Figure 1. Register map, names as in the netlist.
Bar = 10 um. Other cells in grey.
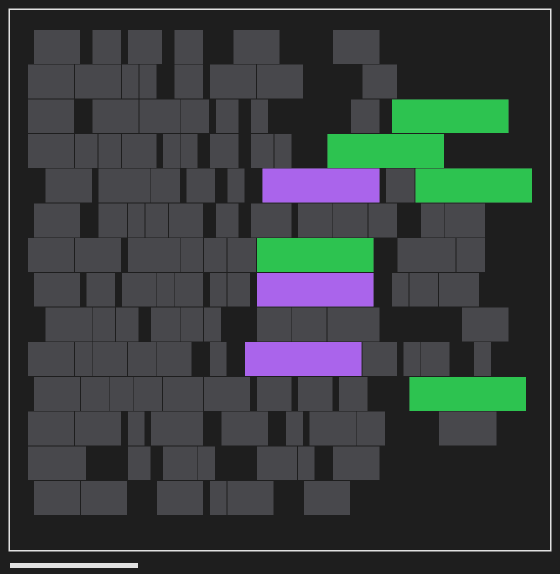
Figure 2. Wiring heat map.
The die is cut into 8 by 8 equal tiles; dark blue is low, red is high, scaled to the fullest tile. Values are wire area over tile area, all layers added.
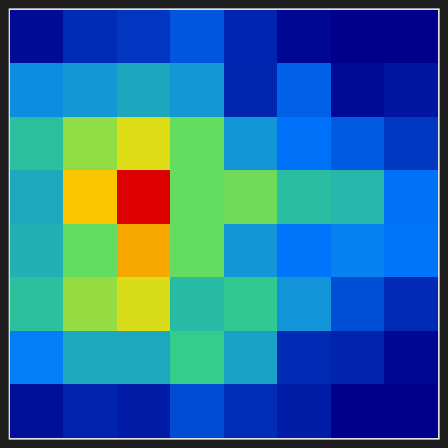
Figure 3. Clock network drawn from the DEF.
Bar = 10 um.
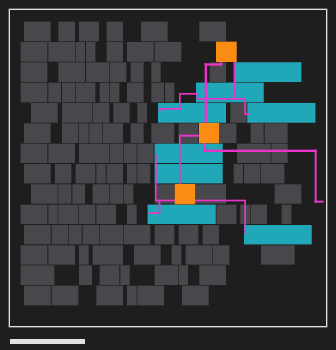
Figure 4. Cells by drive strength.
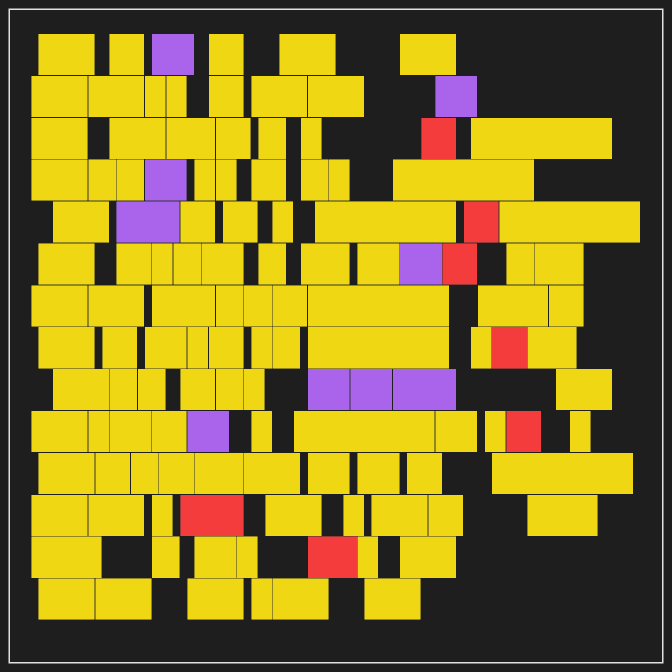
Figure 5. Placement view.
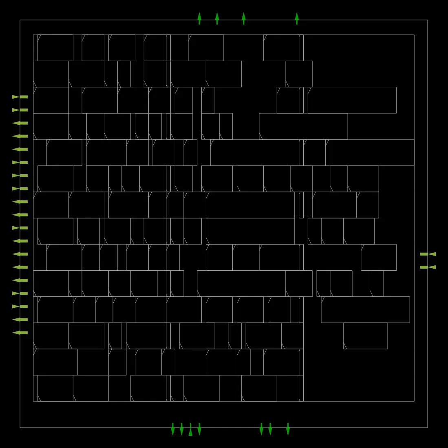
[src/rtl/riscv_pkg.sv]
// riscv_pkg: opcodes, controller state type and datapath select encodings for multicycle_ctrl
package riscv_pkg;
  localparam logic [6:0] OP_R      = 7'b0110011;
  localparam logic [6:0] OP_I      = 7'b0010011;
  localparam logic [6:0] OP_LUI    = 7'b0110111;
  localparam logic [6:0] OP_LOAD   = 7'b0000011;
  localparam logic [6:0] OP_STORE  = 7'b0100011;
  localparam logic [6:0] OP_BRANCH = 7'b1100011;
  localparam logic [6:0] OP_JAL    = 7'b1101111;
  typedef enum logic [2:0] {
    S_IDLE   = 3'd0,
    S_FETCH  = 3'd1,
    S_DECODE = 3'd2,
    S_EXEC   = 3'd3,
    S_MEM    = 3'd4,
    S_WB     = 3'd5
  } ctrl_state_t;
  localparam logic [1:0] ALU_ADD   = 2'b00;
  localparam logic [1:0] ALU_BR    = 2'b01;
  localparam logic [1:0] ALU_RF    = 2'b10;
  localparam logic [1:0] ALU_IF    = 2'b11;
  localparam logic [1:0] PC_INC    = 2'b00;
  localparam logic [1:0] PC_TGT    = 2'b01;
  localparam logic [1:0] SRCA_PC   = 2'b00;
  localparam logic [1:0] SRCA_RS1  = 2'b01;
  localparam logic [1:0] SRCA_ZERO = 2'b10;
  localparam logic [1:0] SRCB_RS2  = 2'b00;
  localparam logic [1:0] SRCB_IMM  = 2'b01;
  localparam logic [1:0] SRCB_FOUR = 2'b10;
  localparam logic [1:0] WB_ALU    = 2'b00;
  localparam logic [1:0] WB_MDR    = 2'b01;
  localparam logic [1:0] WB_PC4    = 2'b10;
  function automatic logic is_legal(input logic [6:0] op);
    return op inside {OP_R, OP_I, OP_LUI, OP_LOAD, OP_STORE, OP_BRANCH, OP_JAL};
  endfunction
endpackage

[src/rtl/ctrl_perf_cnt.sv]
// ctrl_perf_cnt: free-running cycle counter and retired-instruction counter, both wrapping
module ctrl_perf_cnt #(
  parameter int CNT_W = 32
) (
  input  logic             clk,
  input  logic             rst_n,
  input  logic             retire,
  output logic [CNT_W-1:0] cycle_cnt,
  output logic [CNT_W-1:0] instret_cnt
);
  always_ff @(posedge clk or negedge rst_n)
    if (!rst_n) begin
      cycle_cnt   <= '0;
      instret_cnt <= '0;
    end else begin
      cycle_cnt   <= cycle_cnt + CNT_W'(1);
      instret_cnt <= retire ? instret_cnt + CNT_W'(1) : instret_cnt;
    end
endmodule

[src/rtl/multicycle_ctrl.sv]
// multicycle_ctrl: FETCH/DECODE/EXEC/MEM/WB sequencer for the RV32I-subset datapath with memory timeout.
// Define MC_CTRL_PERF_EN to add the cycle_cnt/instret_cnt performance counters.
module multicycle_ctrl #(
  parameter int TIMEOUT = 16
`ifdef MC_CTRL_PERF_EN
  , parameter int CNT_W = 32
`endif
) (
  input  logic       clk,
  input  logic       rst_n,
  input  logic [6:0] opcode,
  input  logic       br_taken,
  input  logic       mem_ready,
  output logic       mem_req,
  output logic       mem_we,
  output logic       iord,
  output logic       ir_write,
  output logic       pc_write,
  output logic [1:0] pc_src,
  output logic [1:0] alu_src_a,
  output logic [1:0] alu_src_b,
  output logic [1:0] alu_op,
  output logic       reg_write,
  output logic [1:0] mem_to_reg,
  output logic       illegal,
  output logic       mem_timeout,
  output logic [2:0] state_o
`ifdef MC_CTRL_PERF_EN
  , output logic [CNT_W-1:0] cycle_cnt,
  output logic [CNT_W-1:0] instret_cnt
`endif
);
  import riscv_pkg::*;
  localparam int TW = $clog2(TIMEOUT + 2);
  ctrl_state_t state, state_n;
  logic [TW-1:0] wcnt;
  logic access, tmo, is_ld, is_st;
  assign access  = state inside {S_FETCH, S_MEM};
  assign is_ld   = opcode == OP_LOAD;
  assign is_st   = opcode == OP_STORE;
  assign state_o = state;
  // abort on the TIMEOUT-th consecutive wait cycle; a ready in that same cycle still completes
  assign tmo = (TIMEOUT != 0) && access && !mem_ready && wcnt == TW'(TIMEOUT - 1);
  always_ff @(posedge clk or negedge rst_n)
    if (!rst_n) begin
      state <= S_IDLE;
      wcnt  <= '0;
    end else begin
      state <= state_n;
      wcnt  <= (access && !mem_ready && !tmo) ? wcnt + TW'(1) : '0;
    end
  always_comb begin
    state_n     = state;
    mem_req     = 1'b0;
    mem_we      = 1'b0;
    iord        = 1'b0;
    ir_write    = 1'b0;
    pc_write    = 1'b0;
    pc_src      = PC_INC;
    alu_src_a   = SRCA_PC;
    alu_src_b   = SRCB_RS2;
    alu_op      = ALU_ADD;
    reg_write   = 1'b0;
    mem_to_reg  = WB_ALU;
    illegal     = 1'b0;
    mem_timeout = tmo;
    case (state)
      S_IDLE: state_n = S_FETCH;
      S_FETCH: begin
        mem_req   = !tmo;
        alu_src_b = SRCB_FOUR;
        ir_write  = mem_ready;
        pc_write  = mem_ready;
        state_n   = mem_ready ? S_DECODE : S_FETCH;
      end
      S_DECODE: begin
        alu_src_b = SRCB_IMM;
        illegal   = !is_legal(opcode);
        state_n   = is_legal(opcode) ? S_EXEC : S_FETCH;
      end
      S_EXEC: begin
        state_n = S_WB;
        case (opcode)
          OP_R: begin
            alu_src_a = SRCA_RS1;
            alu_op    = ALU_RF;
          end
          OP_I: begin
            alu_src_a = SRCA_RS1;
            alu_src_b = SRCB_IMM;
            alu_op    = ALU_IF;
          end
          OP_LUI: begin
            alu_src_a = SRCA_ZERO;
            alu_src_b = SRCB_IMM;
          end
          OP_LOAD, OP_STORE: begin
            alu_src_a = SRCA_RS1;
            alu_src_b = SRCB_IMM;
            state_n   = S_MEM;
          end
          OP_BRANCH: begin
            alu_src_a = SRCA_RS1;
            alu_op    = ALU_BR;
            pc_write  = br_taken;
            pc_src    = PC_TGT;
            state_n   = S_FETCH;
          end
          OP_JAL: begin
            pc_write   = 1'b1;
            pc_src     = PC_TGT;
            reg_write  = 1'b1;
            mem_to_reg = WB_PC4;
            state_n    = S_FETCH;
          end
          default: state_n = S_FETCH;
        endcase
      end
      S_MEM: begin
        mem_req = !tmo;
        iord    = 1'b1;
        mem_we  = is_st && !tmo;
        state_n = mem_ready ? (is_st ? S_FETCH : S_WB) : (tmo ? S_FETCH : S_MEM);
      end
      S_WB: begin
        reg_write  = 1'b1;
        mem_to_reg = is_ld ? WB_MDR : WB_ALU;
        state_n    = S_FETCH;
      end
      default: state_n = S_IDLE;
    endcase
  end
`ifdef MC_CTRL_PERF_EN
  ctrl_perf_cnt #(.CNT_W(CNT_W)) u_perf (
    .clk         (clk),
    .rst_n       (rst_n),
    .retire      (state == S_WB || (state == S_MEM && is_st && mem_ready) ||
                  (state == S_EXEC && opcode inside {OP_BRANCH, OP_JAL})),
    .cycle_cnt   (cycle_cnt),
    .instret_cnt (instret_cnt)
  );
`endif
endmodule

[config.mk]
export PLATFORM = sky130hd
export DESIGN_NAME = multicycle_ctrl
export DESIGN_NICKNAME = d
export VERILOG_FILES = /design/src/rtl/riscv_pkg.sv /design/src/rtl/ctrl_perf_cnt.sv /design/src/rtl/multicycle_ctrl.sv
export SDC_FILE = /design/constraint.sdc
export NUM_CORES = 1
export LEC_CHECK = 0
export CORE_UTILIZATION = 44
export CTS_CLUSTER_DIAMETER = 80
export CTS_CLUSTER_SIZE = 30
export DETAILED_ROUTE_END_ITERATION = 8
export PLACE_DENSITY = 0.94
export SLEW_MARGIN = 20
export SYNTH_ARGS = -nofsm -noshare
export SYNTH_HDL_FRONTEND = slang
export SYNTH_SLANG_ARGS = --single-unit
[constraint.sdc]
create_clock -name clk -period 3.65 [get_ports clk]
set_input_delay 0.73 -clock clk [delete_from_list [all_inputs] [get_ports clk]]
set_output_delay 0.73 -clock clk [all_outputs]
set_load 0.02 [all_outputs]
==> job_summary.md <==
## Implementation flow summary

| Metric | Value |
|---|---|
| Type of the tightest min-delay check | reg -> reg |
| Crit path launch | opcode[0] |
| Status | finished, final reports clean |
| Fraction of the cycle the final worst path needs | 0.9406 |
| Chip area line of the yosys report | 715.7 um^2 |
| CTS Sinks | 8 |
| Detail Route Antenna Nets | 0 |
| Cell area after layout | 1066 um^2 |
| Mean instance size in the synthesized netlist | 7.779 um^2 |
| Final Max-Slew Violation Tally | 0 |
| Reg-to-reg endpoint | state_o[2]$_DFF_PN0_ |
| Synthesized instance count | 92 |
| Hold Fails Final Rpt | 0 |
| Number of standard cells reported by yosys | 92 |
| Worst reg-to-reg path cell count | 7 |
| Leakage dissipation | 0.4170 nW |
| Setup-violating endpoint count in the final report | 0 |
| Dominant cell by count in the synthesized netlist | nor2_1 |
| Worst Hold End | wcnt[0]$_DFF_PN0_ |
| Via count of the first global-routing pass | 817 |
| Post-Syn Nets | 105 |
| Crit path setup slack, layout | 216.8 ps |
| Final total negative setup slack | 0 ps |
| Ranking of synthesized cells by instance count | nor2_1, a21oi_1, dfrtp_1 |
| Cell depth of the worst min-delay path | 1 |
| Leading cell types by total area after synthesis | dfrtp_1, a21oi_1, nand2b_1, nor2_1, nor2_2 |
| Number of standard cells in the final layout excluding fillers | 141 |
| Input/output buffers | 30 |
| Area growth from synthesis to layout | 48.95% |
| Final Util | 0.7076 |
| Yosys top cell area share | 0.2797 |
| Final nets | 140 |
| I/O Pins | 32 |
| Worst vdd ir | 0.0001253 V |
| Max Clock Skew | 2.790 ps |
| Routability congestion estimate | 0.8526 |
| Clock period minus worst slack | 3433 ps |
| Pre-Place Util | 0.4751 |
| Hold buffer count at CTS | 0 |
-- Figure 1 (at the start) --
colour	signal	placed flops
purple	`state_o`	3
green	`wcnt`	5

-- Figure 2 (at the start) --
tiles over half the peak	19%
densest ninth of the die	west
mean over tiles	0.18
nearly empty tiles	9.4%
fullest tile	0.60
total routing resource utilization after global routing: 0.2375
DR WL/cell: 13.53 um
routed vias: 822
WL final: 1908 um

-- Figure 3 (at the start) --
[magenta] clock wires | length: 99.4 um
[cyan] flip-flops | count: 8
[orange] clock drivers | count: 3
routed clock nets	4
clk pwr: 0.0000655 W
Worst-Skew Late Latency: 250 ps

-- Figure 4 (at the start) --
colour	size	cells	share
red	_2 cells	7	5.6%
yellow	_0 and _1 cells	109	87%
purple	_3 and _4 cells	9	7.2%

-- Figure 5 (at the start) --
# rows: 14
number of fill cells: 123
Seq/total area: 0.1878

==> cells by family after synthesis <==
logic type,after synthesis,share of synthesized area
and+or+nand+nor,51,0.4161
DFF,8,0.2797
adders and majority gates,2,0.03496
buffers and inverters,9,0.06119
other,1,0.005240
xor gates and xnor gates,3,0.03672
AOI/OAI and AO/OA,18,0.1661
==> worst max-delay path, cell delays in order <==
cell	delay, ps
clkdlybuf4s50_1	500
nand2_1	180
or3_4	430
a21oi_1	140
or2_1	130
clkdlybuf4s50_1	600
==> layout by cell type, fill, tap and decap left out, drive strengths merged, types with 2 or more instances in the layout <==
master	n
ha	2
or2	2
clkbuf	3
nand2	6
nor3b	3
a31oi	2
a21oi	8
or3	5
nor4	3
nor2	14
nand2b	7
clkdlybuf4s50	29
nand3b	2
xnor2	2
inv	5
nor3	5
buf	4
dfrtp	8
==> sequential cells by signal, indices dropped and copies added, names as in the netlist <==
register  cells
wcnt          5
state_o       3
==> final cells by class <==
cell class              instances  area, um^2  area share
multi-input cells              75       471.7      0.4425
repair buffers                 34       332.8      0.3122
flip-flops and latches          8       200.2      0.1878
clock buffers                   3       22.52     0.02113
well taps                      16       20.02     0.01878
inverters                       5       18.77     0.01761
==> power by group through the flow <==
| stage | clock [W] | sequential, W | combinational (W) |
|---|---|---|---|
| detailed placement | 0 | 0.000107 | 0.000105 |
| floorplan | 0 | 0.000105 | 0.0000581 |
| CTS | 0.0000670 | 0.000105 | 0.000106 |
| global route | 0.0000725 | 0.000106 | 0.000114 |
| global placement | 0 | 0.000106 | 0.000102 |
| finish | 0.0000655 | 0.000105 | 0.000106 |
==> metal layers <==
layer,share of wire,global-route usage
met2,0.52,0.4246
met4,0.023,0.1250
met1,0.39,0.2629
met5,0,0
met3,0.073,0.04310
Power is estimated from default activity; no workload was simulated.
